===== src/rtl/fifo_pkg.sv =====
// Shared definitions for param_fifo: FSM state encodings and error-counter width.
package fifo_pkg;

    localparam logic [2:0] ST_INIT     = 3'd0;
    localparam logic [2:0] ST_WRITE    = 3'd1;
    localparam logic [2:0] ST_READ     = 3'd2;
    localparam logic [2:0] ST_WR_ERROR = 3'd3;
    localparam logic [2:0] ST_RD_ERROR = 3'd4;
    localparam logic [2:0] ST_NO_OP    = 3'd5;
    localparam logic [2:0] ST_WR_RD    = 3'd6;

    localparam int ERR_CNT_W = 8;

    typedef enum logic [2:0] {
        S_INIT     = ST_INIT,
        S_WRITE    = ST_WRITE,
        S_READ     = ST_READ,
        S_WR_ERROR = ST_WR_ERROR,
        S_RD_ERROR = ST_RD_ERROR,
        S_NO_OP    = ST_NO_OP,
        S_WR_RD    = ST_WR_RD
    } fifo_state_e;

endpackage


===== src/rtl/param_fifo_if.sv =====
// Producer/consumer handshake and status bundle for param_fifo.
// Error-counter signals exist only when PARAM_FIFO_ERR_CNT_EN is defined.
interface param_fifo_if #(
    parameter int DATA_WIDTH = 32,
    parameter int DEPTH      = 8
);
    import fifo_pkg::*;

    localparam int CNT_W = $clog2(DEPTH) + 1;

    logic                  wr_en;
    logic                  rd_en;
    logic [DATA_WIDTH-1:0] d_in;
    logic [DATA_WIDTH-1:0] d_out;
    logic                  full;
    logic                  empty;
    logic                  almost_full;
    logic                  almost_empty;
    logic                  wr_ack;
    logic                  wr_err;
    logic                  rd_ack;
    logic                  rd_err;
    logic [CNT_W-1:0]      data_count;
    logic [2:0]            state;
`ifdef PARAM_FIFO_ERR_CNT_EN
    logic [ERR_CNT_W-1:0]  wr_err_cnt;
    logic [ERR_CNT_W-1:0]  rd_err_cnt;
`endif

    modport master (
        output wr_en, rd_en, d_in,
`ifdef PARAM_FIFO_ERR_CNT_EN
        input  wr_err_cnt, rd_err_cnt,
`endif
        input  d_out, full, empty, almost_full, almost_empty,
        input  wr_ack, wr_err, rd_ack, rd_err, data_count, state
    );

    modport slave (
        input  wr_en, rd_en, d_in,
`ifdef PARAM_FIFO_ERR_CNT_EN
        output wr_err_cnt, rd_err_cnt,
`endif
        output d_out, full, empty, almost_full, almost_empty,
        output wr_ack, wr_err, rd_ack, rd_err, data_count, state
    );

endinterface


===== src/rtl/param_fifo_ns.sv =====
// Combinational next-state decode for param_fifo; the decision depends only on
// the requests and the current occupancy, so every state shares one transition table.
module param_fifo_ns
    import fifo_pkg::*;
#(
    parameter int DEPTH = 8,
    parameter int CNT_W = $clog2(DEPTH) + 1
) (
    input  logic             wr_en,
    input  logic             rd_en,
    input  logic [CNT_W-1:0] data_count,
    input  fifo_state_e      state,
    output fifo_state_e      next_state,
    output logic             rd_err_nxt
);
    localparam logic [CNT_W-1:0] FULL_C = CNT_W'(DEPTH);

    logic w_empty;

    assign w_empty = (data_count == '0);

    always_comb begin
        next_state = S_NO_OP;
        rd_err_nxt = 1'b0;
        case ({wr_en, rd_en})
            2'b10: next_state = (data_count < FULL_C) ? S_WRITE : S_WR_ERROR;
            2'b01: begin
                next_state = w_empty ? S_RD_ERROR : S_READ;
                rd_err_nxt = w_empty;
            end
            2'b11: begin
                // an empty FIFO can still take the write; only the read half is refused
                next_state = w_empty ? S_WRITE : S_WR_RD;
                rd_err_nxt = w_empty;
            end
            default: next_state = S_NO_OP;
        endcase
        assert (state inside {S_INIT, S_WRITE, S_READ, S_WR_ERROR,
                              S_RD_ERROR, S_NO_OP, S_WR_RD});
    end

endmodule


===== src/rtl/param_fifo.sv =====
// Parametrised synchronous FIFO: state register, pointer/count datapath, memory and flags.
// Defining PARAM_FIFO_ERR_CNT_EN adds saturating write/read error counters.
module param_fifo
    import fifo_pkg::*;
#(
    parameter int DATA_WIDTH = 32,
    parameter int DEPTH      = 8,
    parameter int AF_LEVEL   = DEPTH - 1,
    parameter int AE_LEVEL   = 1
) (
    input  logic        clk,
    input  logic        reset_n,
    param_fifo_if.slave fifo
);
    localparam int PTR_W = $clog2(DEPTH);
    localparam int CNT_W = PTR_W + 1;
    localparam logic [CNT_W-1:0] FULL_C = CNT_W'(DEPTH);
    localparam logic [CNT_W-1:0] AF_C   = CNT_W'(AF_LEVEL);
    localparam logic [CNT_W-1:0] AE_C   = CNT_W'(AE_LEVEL);

    logic [DATA_WIDTH-1:0] r_mem [DEPTH];
    logic [PTR_W-1:0]      r_head;
    logic [PTR_W-1:0]      r_tail;
    logic [CNT_W-1:0]      r_count;
    logic [DATA_WIDTH-1:0] r_dout;
    logic                  r_wr_ack;
    logic                  r_wr_err;
    logic                  r_rd_ack;
    logic                  r_rd_err;
    fifo_state_e           r_state;
    fifo_state_e           w_next_state;
    logic                  w_rd_err_nxt;
    logic                  w_do_wr;
    logic                  w_do_rd;

    param_fifo_ns #(
        .DEPTH (DEPTH),
        .CNT_W (CNT_W)
    ) u_ns (
        .wr_en      (fifo.wr_en),
        .rd_en      (fifo.rd_en),
        .data_count (r_count),
        .state      (r_state),
        .next_state (w_next_state),
        .rd_err_nxt (w_rd_err_nxt)
    );

    assign w_do_wr = (w_next_state == S_WRITE) || (w_next_state == S_WR_RD);
    assign w_do_rd = (w_next_state == S_READ)  || (w_next_state == S_WR_RD);

    always_ff @(posedge clk or negedge reset_n) begin
        if (!reset_n) r_state <= S_INIT;
        else          r_state <= w_next_state;
    end

    always_ff @(posedge clk or negedge reset_n) begin
        if (!reset_n) begin
            r_head   <= '0;
            r_tail   <= '0;
            r_count  <= '0;
            r_dout   <= '0;
            r_wr_ack <= 1'b0;
            r_wr_err <= 1'b0;
            r_rd_ack <= 1'b0;
            r_rd_err <= 1'b0;
        end else begin
            r_wr_ack <= w_do_wr;
            r_rd_ack <= w_do_rd;
            r_wr_err <= (w_next_state == S_WR_ERROR);
            r_rd_err <= w_rd_err_nxt;
            if (w_do_wr) r_tail <= r_tail + 1'b1;
            if (w_do_rd) begin
                r_head <= r_head + 1'b1;
                r_dout <= r_mem[r_head];
            end
            case ({w_do_wr, w_do_rd})
                2'b10:   r_count <= r_count + 1'b1;
                2'b01:   r_count <= r_count - 1'b1;
                default: r_count <= r_count;
            endcase
        end
    end

    // storage is intentionally not reset; a full-and-WR_RD edge reads the old head entry
    always_ff @(posedge clk) begin
        if (w_do_wr) r_mem[r_tail] <= fifo.d_in;
    end

    assign fifo.d_out        = r_dout;
    assign fifo.data_count   = r_count;
    assign fifo.state        = r_state;
    assign fifo.full         = (r_count == FULL_C);
    assign fifo.empty        = (r_count == '0);
    assign fifo.almost_full  = (r_count >= AF_C);
    assign fifo.almost_empty = (r_count <= AE_C);
    assign fifo.wr_ack       = r_wr_ack;
    assign fifo.wr_err       = r_wr_err;
    assign fifo.rd_ack       = r_rd_ack;
    assign fifo.rd_err       = r_rd_err;

`ifdef PARAM_FIFO_ERR_CNT_EN
    localparam logic [ERR_CNT_W-1:0] ERR_MAX = '1;

    logic [ERR_CNT_W-1:0] r_wr_err_cnt;
    logic [ERR_CNT_W-1:0] r_rd_err_cnt;

    always_ff @(posedge clk or negedge reset_n) begin
        if (!reset_n) begin
            r_wr_err_cnt <= '0;
            r_rd_err_cnt <= '0;
        end else begin
            if ((w_next_state == S_WR_ERROR) && (r_wr_err_cnt != ERR_MAX))
                r_wr_err_cnt <= r_wr_err_cnt + 1'b1;
            if (w_rd_err_nxt && (r_rd_err_cnt != ERR_MAX))
                r_rd_err_cnt <= r_rd_err_cnt + 1'b1;
        end
    end

    assign fifo.wr_err_cnt = r_wr_err_cnt;
    assign fifo.rd_err_cnt = r_rd_err_cnt;
`endif

endmodule


===== src/flat_wrapper.sv =====
// flat-port wrapper written by rule: the top's interface ports become plain ports
module param_fifo_flat import fifo_pkg::*;
#(
    parameter int DATA_WIDTH = 32,
    parameter int DEPTH      = 8,
    parameter int AF_LEVEL   = DEPTH - 1,
    parameter int AE_LEVEL   = 1
)
  (clk, reset_n, fifo_wr_en, fifo_rd_en, fifo_d_in, fifo_d_out, fifo_full, fifo_empty, fifo_almost_full, fifo_almost_empty, fifo_wr_ack, fifo_wr_err, fifo_rd_ack, fifo_rd_err, fifo_data_count, fifo_state);
  param_fifo_if #(.DATA_WIDTH(DATA_WIDTH), .DEPTH(DEPTH)) fifo_i ();
  input  logic clk;
  input  logic reset_n;
  input wire logic [$bits(fifo_i.wr_en)-1:0] fifo_wr_en;
  input wire logic [$bits(fifo_i.rd_en)-1:0] fifo_rd_en;
  input wire logic [$bits(fifo_i.d_in)-1:0] fifo_d_in;
  output wire logic [$bits(fifo_i.d_out)-1:0] fifo_d_out;
  output wire logic [$bits(fifo_i.full)-1:0] fifo_full;
  output wire logic [$bits(fifo_i.empty)-1:0] fifo_empty;
  output wire logic [$bits(fifo_i.almost_full)-1:0] fifo_almost_full;
  output wire logic [$bits(fifo_i.almost_empty)-1:0] fifo_almost_empty;
  output wire logic [$bits(fifo_i.wr_ack)-1:0] fifo_wr_ack;
  output wire logic [$bits(fifo_i.wr_err)-1:0] fifo_wr_err;
  output wire logic [$bits(fifo_i.rd_ack)-1:0] fifo_rd_ack;
  output wire logic [$bits(fifo_i.rd_err)-1:0] fifo_rd_err;
  output wire logic [$bits(fifo_i.data_count)-1:0] fifo_data_count;
  output wire logic [$bits(fifo_i.state)-1:0] fifo_state;
  assign fifo_i.wr_en = fifo_wr_en;
  assign fifo_i.rd_en = fifo_rd_en;
  assign fifo_i.d_in = fifo_d_in;
  assign fifo_d_out = fifo_i.d_out;
  assign fifo_full = fifo_i.full;
  assign fifo_empty = fifo_i.empty;
  assign fifo_almost_full = fifo_i.almost_full;
  assign fifo_almost_empty = fifo_i.almost_empty;
  assign fifo_wr_ack = fifo_i.wr_ack;
  assign fifo_wr_err = fifo_i.wr_err;
  assign fifo_rd_ack = fifo_i.rd_ack;
  assign fifo_rd_err = fifo_i.rd_err;
  assign fifo_data_count = fifo_i.data_count;
  assign fifo_state = fifo_i.state;
  param_fifo #(.DATA_WIDTH(DATA_WIDTH), .DEPTH(DEPTH), .AF_LEVEL(AF_LEVEL), .AE_LEVEL(AE_LEVEL)) u_core (.clk(clk), .reset_n(reset_n), .fifo(fifo_i));
endmodule

===== config.mk =====
export PLATFORM = sky130hd
export DESIGN_NAME = param_fifo_flat
export DESIGN_NICKNAME = d
export VERILOG_FILES = /design/src/rtl/fifo_pkg.sv /design/src/rtl/param_fifo_if.sv /design/src/rtl/param_fifo_ns.sv /design/src/rtl/param_fifo.sv /design/src/flat_wrapper.sv
export SDC_FILE = /design/constraint.sdc
export NUM_CORES = 1
export LEC_CHECK = 0
export CAP_MARGIN = 10
export CORE_ASPECT_RATIO = 0.5
export CORE_MARGIN = 3
export CORE_UTILIZATION = 60
export DETAILED_ROUTE_END_ITERATION = 10
export GPL_TIMING_DRIVEN = 1
export PLACE_DENSITY = 0.89
export SLEW_MARGIN = 20
export SYNTH_ARGS = -nofsm -noshare
export SYNTH_HDL_FRONTEND = slang
export SYNTH_SLANG_ARGS = --single-unit

===== constraint.sdc =====
create_clock -name clk -period 8.24 [get_ports clk]
set_input_delay 1.648 -clock clk [delete_from_list [all_inputs] [get_ports clk]]
set_output_delay 1.648 -clock clk [all_outputs]
set_load 0.02 [all_outputs]

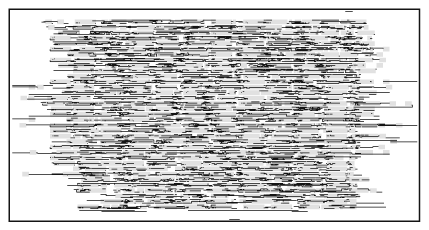
m1.png
Drawn at 2 px/um.
- longest straight run: 55.2 um
- nets with wire on the layer: 752
- share of all routed wire: 39%
- main direction: horizontal
- wire length on this layer: 10,200 um

==> summary.txt <==
Flow results are below.

- The flow ran to the end, and the final reports show no timing, DRC or antenna violations.
- The busiest metal layer after global routing is met2, for reference.
- The area growth from synthesis to layout is 16.5%.
- The static leakage power is 4.82 nW, for reference.
- Before placement the cells fill 62.7% of the core.
- The delay of the slowest cell on the worst path is 0.70 ns, for reference.
- The wire length on met1 is 10.2 mm, for reference.
- The floorplan net count is 703, for reference.
- The data arrival time reported for the critical path is 2.63 ns.
- The time the worst path needs with I/O delays and setup is 4.27 ns, for reference.
- The final antenna diode tally reported by the flow is 0.
- The fraction of layout cells with a size suffix above 1 is 17.5%, for reference.
- The via count is 6,531, for reference.
- For this design the total switching power over the nets is 1.60 mW.
- By instance count after routing, the leading logic cell type is sky130_fd_sc_hd__edfxtp_1.
- In this run the number of H-tree levels came out at 1.
- The number of global-route vias before repair came to 6,940.
- The part of the power in registers is 44.0%, for reference.
- The setup path with the least slack is of type reg2out.
- According to the report, the first pass of detailed routing completed in 5 iterations.
- The slowest library cell on the worst path is sky130_fd_sc_hd__clkdlybuf4s50_1, for reference.
- The combined area of all synthesized cells is 11,800 um2, for reference.
- The detailed-route DRC error count is 0, for reference.
- The number of buffers created by CTS is 25, for reference.
- Setup repair after global routing left no endpoint under its margin.
- For met2 alone, demand over resource in global routing was 41.1%.
- The detailed placement HPWL is 13.9 mm, for reference.
- The number of instances in the placed design is 976, for reference.
- For reference, the final report shows the max-slew violation count at 0.
- The total power density per cell area is 361 nW/um2, for reference.
- Entering global routing, the biggest net connects 76 pins.
- The chip occupies 21,500 um2.
- The core utilization of the finished layout is 73.1%, for reference.
- The cell count after synthesis came out at 661.
- According to the finish report, the design has a final net count of 788.
- The per-cell routed wire length is 25.6 um, for reference.
- STA classifies the critical path endpoint as a primary output.
- Clock latency on the worst-skew pair, taken at its later pin, is 0.52 ns.
- The tool flagged a number of max-cap violations equal to 0.
- The type of the tightest min-delay check is reg2reg, for reference.
- Global routing consumed, on the met3 layer, 4.60% of the routing resources.
- Yosys printed 0 warnings.
- The flip-flop and latch count after synthesis is 305, for reference.
- The final worst-path setup slack is 3.97 ns, for reference.
- STA lists the maximum fanout along the critical path as 37.
- The total congestion overflow after global routing is 0, for reference.
- The peak clock frequency supported by timing is 234 MHz, for reference.
- The total of cells resized after clock tree synthesis is 0, for reference.
- The post-CTS setup repair buffer count is 0, for reference.
- TritonCTS built the clock tree.
- The power report lists cell-internal power as 3.36 mW.
- The count of library flops with an enable pin is 256, for reference.
- The worst relative slew slack is 24.0%, for reference.
- The instance area at placement is 12,900 um2, for reference.
- Nets still carrying antenna violations after routing amount to 0.
- Per the CTS log, the root buffer master is sky130_fd_sc_hd__clkbuf_16.
- The number of violations reported at the end of detailed-routing iteration 0 is 865, for reference.
- The clock-pin slew of the registers on the worst-case setup and hold paths is 0.07 ns, for reference.
- The report lists the cells along the critical path as inv_1 > ha_1 > nor3b_4 > buf_4 > clkdlybuf4s50_1.
- The clock network power is 1.22 mW, for reference.
- After synthesis, the mean cell area works out to 17.9 um2.
- Per the CTS log, the buffer count on the longest clock path is 3.
- The stage-log warning count is 28, for reference.
- On the final layout, the worst clock skew is 0.0102 ns.
- The via count normalized by instance count is 6.38, for reference.
- Pin placement for this block handled 83 I/O pins.
- After routing, the total negative slack on setup checks comes to 0 ns.
- The overall routing resource usage is 24.6%, for reference.
- The report puts the hold buffer count at CTS at 0.
- Per the power-grid run, VDD falls by no more than 0.000217 V.
- Of the synthesized area, sequential elements account for 75.5%.
- The global routing usage on met1 is 33.3%, for reference.
- The power report lists the combinational group at 1.55 mW.
- The kind of start point of the critical path is a flip-flop, for reference.
- The routed design uses 2.23 mm of met3 wire.
- The width of the chip is 204 um, for reference.
- The synthesis report gives the async set-or-reset register share as 16.1%.
- Synthesis instantiated 30 different standard cells from the library.
- The power report attributes to the combinational group a share of 31.3%.
- The final report gives the standard cell area, fillers excluded, as 13,800 um2.
- The number of port buffers is 82, for reference.
- The final-report hold violation count is 0, for reference.
- The clock power share is 24.6%, for reference.
- For this design, Yosys synthesis ends with a cell count of 661.
- The final timing report counts setup violations totalling 0.
- The sequential-cell power consumption is 2.18 mW, for reference.
- For this design, the sink count on the clock tree is 305.
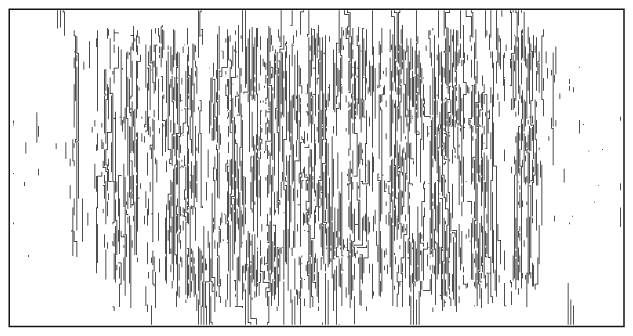
m2.png
Drawn at 3 px/um.
- share of all routed wire: 50%
- nets with wire on the layer: 696
- main direction: vertical
- longest straight run: 49.1 um

## worst min-delay path: cells and delay by family, from the launching register on
kind / cells / cell delay (ns)
flops: 1 / 0.34
compound gates: 2 / 0.14
## cell usage after synthesis, types with 2 or more instances
cell,n,area [um2]
sky130_fd_sc_hd__xnor2_1,7,61.3
sky130_fd_sc_hd__mux2_2,66,743
sky130_fd_sc_hd__o22ai_1,32,200
sky130_fd_sc_hd__buf_6,7,78.8
sky130_fd_sc_hd__nand2b_1,5,31.3
sky130_fd_sc_hd__xor2_1,2,17.5
sky130_fd_sc_hd__buf_2,2,10.0
sky130_fd_sc_hd__ha_1,6,75.1
sky130_fd_sc_hd__nand2_1,6,22.5
sky130_fd_sc_hd__clkbuf_1,19,71.3
sky130_fd_sc_hd__nand3b_1,2,15.0
sky130_fd_sc_hd__nor2_1,10,37.5
sky130_fd_sc_hd__mux2i_1,65,651
sky130_fd_sc_hd__a22o_1,32,280
sky130_fd_sc_hd__inv_1,6,22.5
sky130_fd_sc_hd__o31ai_1,32,240
sky130_fd_sc_hd__dfrtp_1,49,1230
sky130_fd_sc_hd__o21ai_0,34,170
sky130_fd_sc_hd__edfxtp_1,256,7690
sky130_fd_sc_hd__buf_4,10,75.1
sky130_fd_sc_hd__nor3_1,3,15.0
sky130_fd_sc_hd__nand3_1,2,10.0
## worst paths after layout
| kind | from | to | slack [ns] | cells past startpoint |
|---|---|---|---|---|
| worst max-delay path | u_core.fifo.data_count[0] | fifo_empty | 3.97 | 5 |
| min in group asynchronous | reset_n | u_core.fifo.data_count[0] | 1.27 | 2 |
| worst min register to register | u_core.fifo.d_out[19] | u_core.fifo.d_out[19] | 0.51 | 2 |
| max in group asynchronous | reset_n | u_core.r_head[0] | 6.45 | 2 |
| worst max register to register | u_core.fifo.data_count[0] | u_core.fifo.data_count[3] | 5.10 | 11 |
| worst min-delay path | u_core.fifo.d_out[19] | u_core.fifo.d_out[19] | 0.51 | 2 |
## registers in the layout, indices dropped and copies added (netlist names)
name	count
u_core.r_mem	256
u_core.fifo.data_count	4
u_core.fifo.rd_ack	1
u_core.fifo.rd_err	1
u_core.fifo.wr_ack	1
u_core.r_head	3
u_core.fifo.state	3
u_core.r_tail	3
u_core.fifo.d_out	32
u_core.fifo.wr_err	1
## area by class of cell
| type | count | area, um2 |
|---|---|---|
| clock inverter | 11 | 129 |
| sequential | 305 | 8920 |
| multi-input combinational | 312 | 2700 |
| tap | 259 | 324 |
| clock buffer | 34 | 709 |
| fill | 986 | 5070 |
| timing repair buffer | 96 | 953 |
| inverter | 6 | 22.5 |
## cells by family (layout without fill, tap and decap cells)
| kind of cell | Yosys count | after routing | synth area share [%] |
|---|---|---|---|
| muxes | 131 | 131 | 11.8 |
| buffers and inverters | 44 | 147 | 2.18 |
| and+or+nand+nor | 34 | 34 | 1.61 |
| DFF | 305 | 305 | 75.5 |
| xor gates and xnor gates | 9 | 9 | 0.667 |
| adders and majority gates | 6 | 6 | 0.636 |
| AOI/OAI and AO/OA | 132 | 132 | 7.65 |
Power figures rest on the tool's default switching activity, not on a simulated workload.
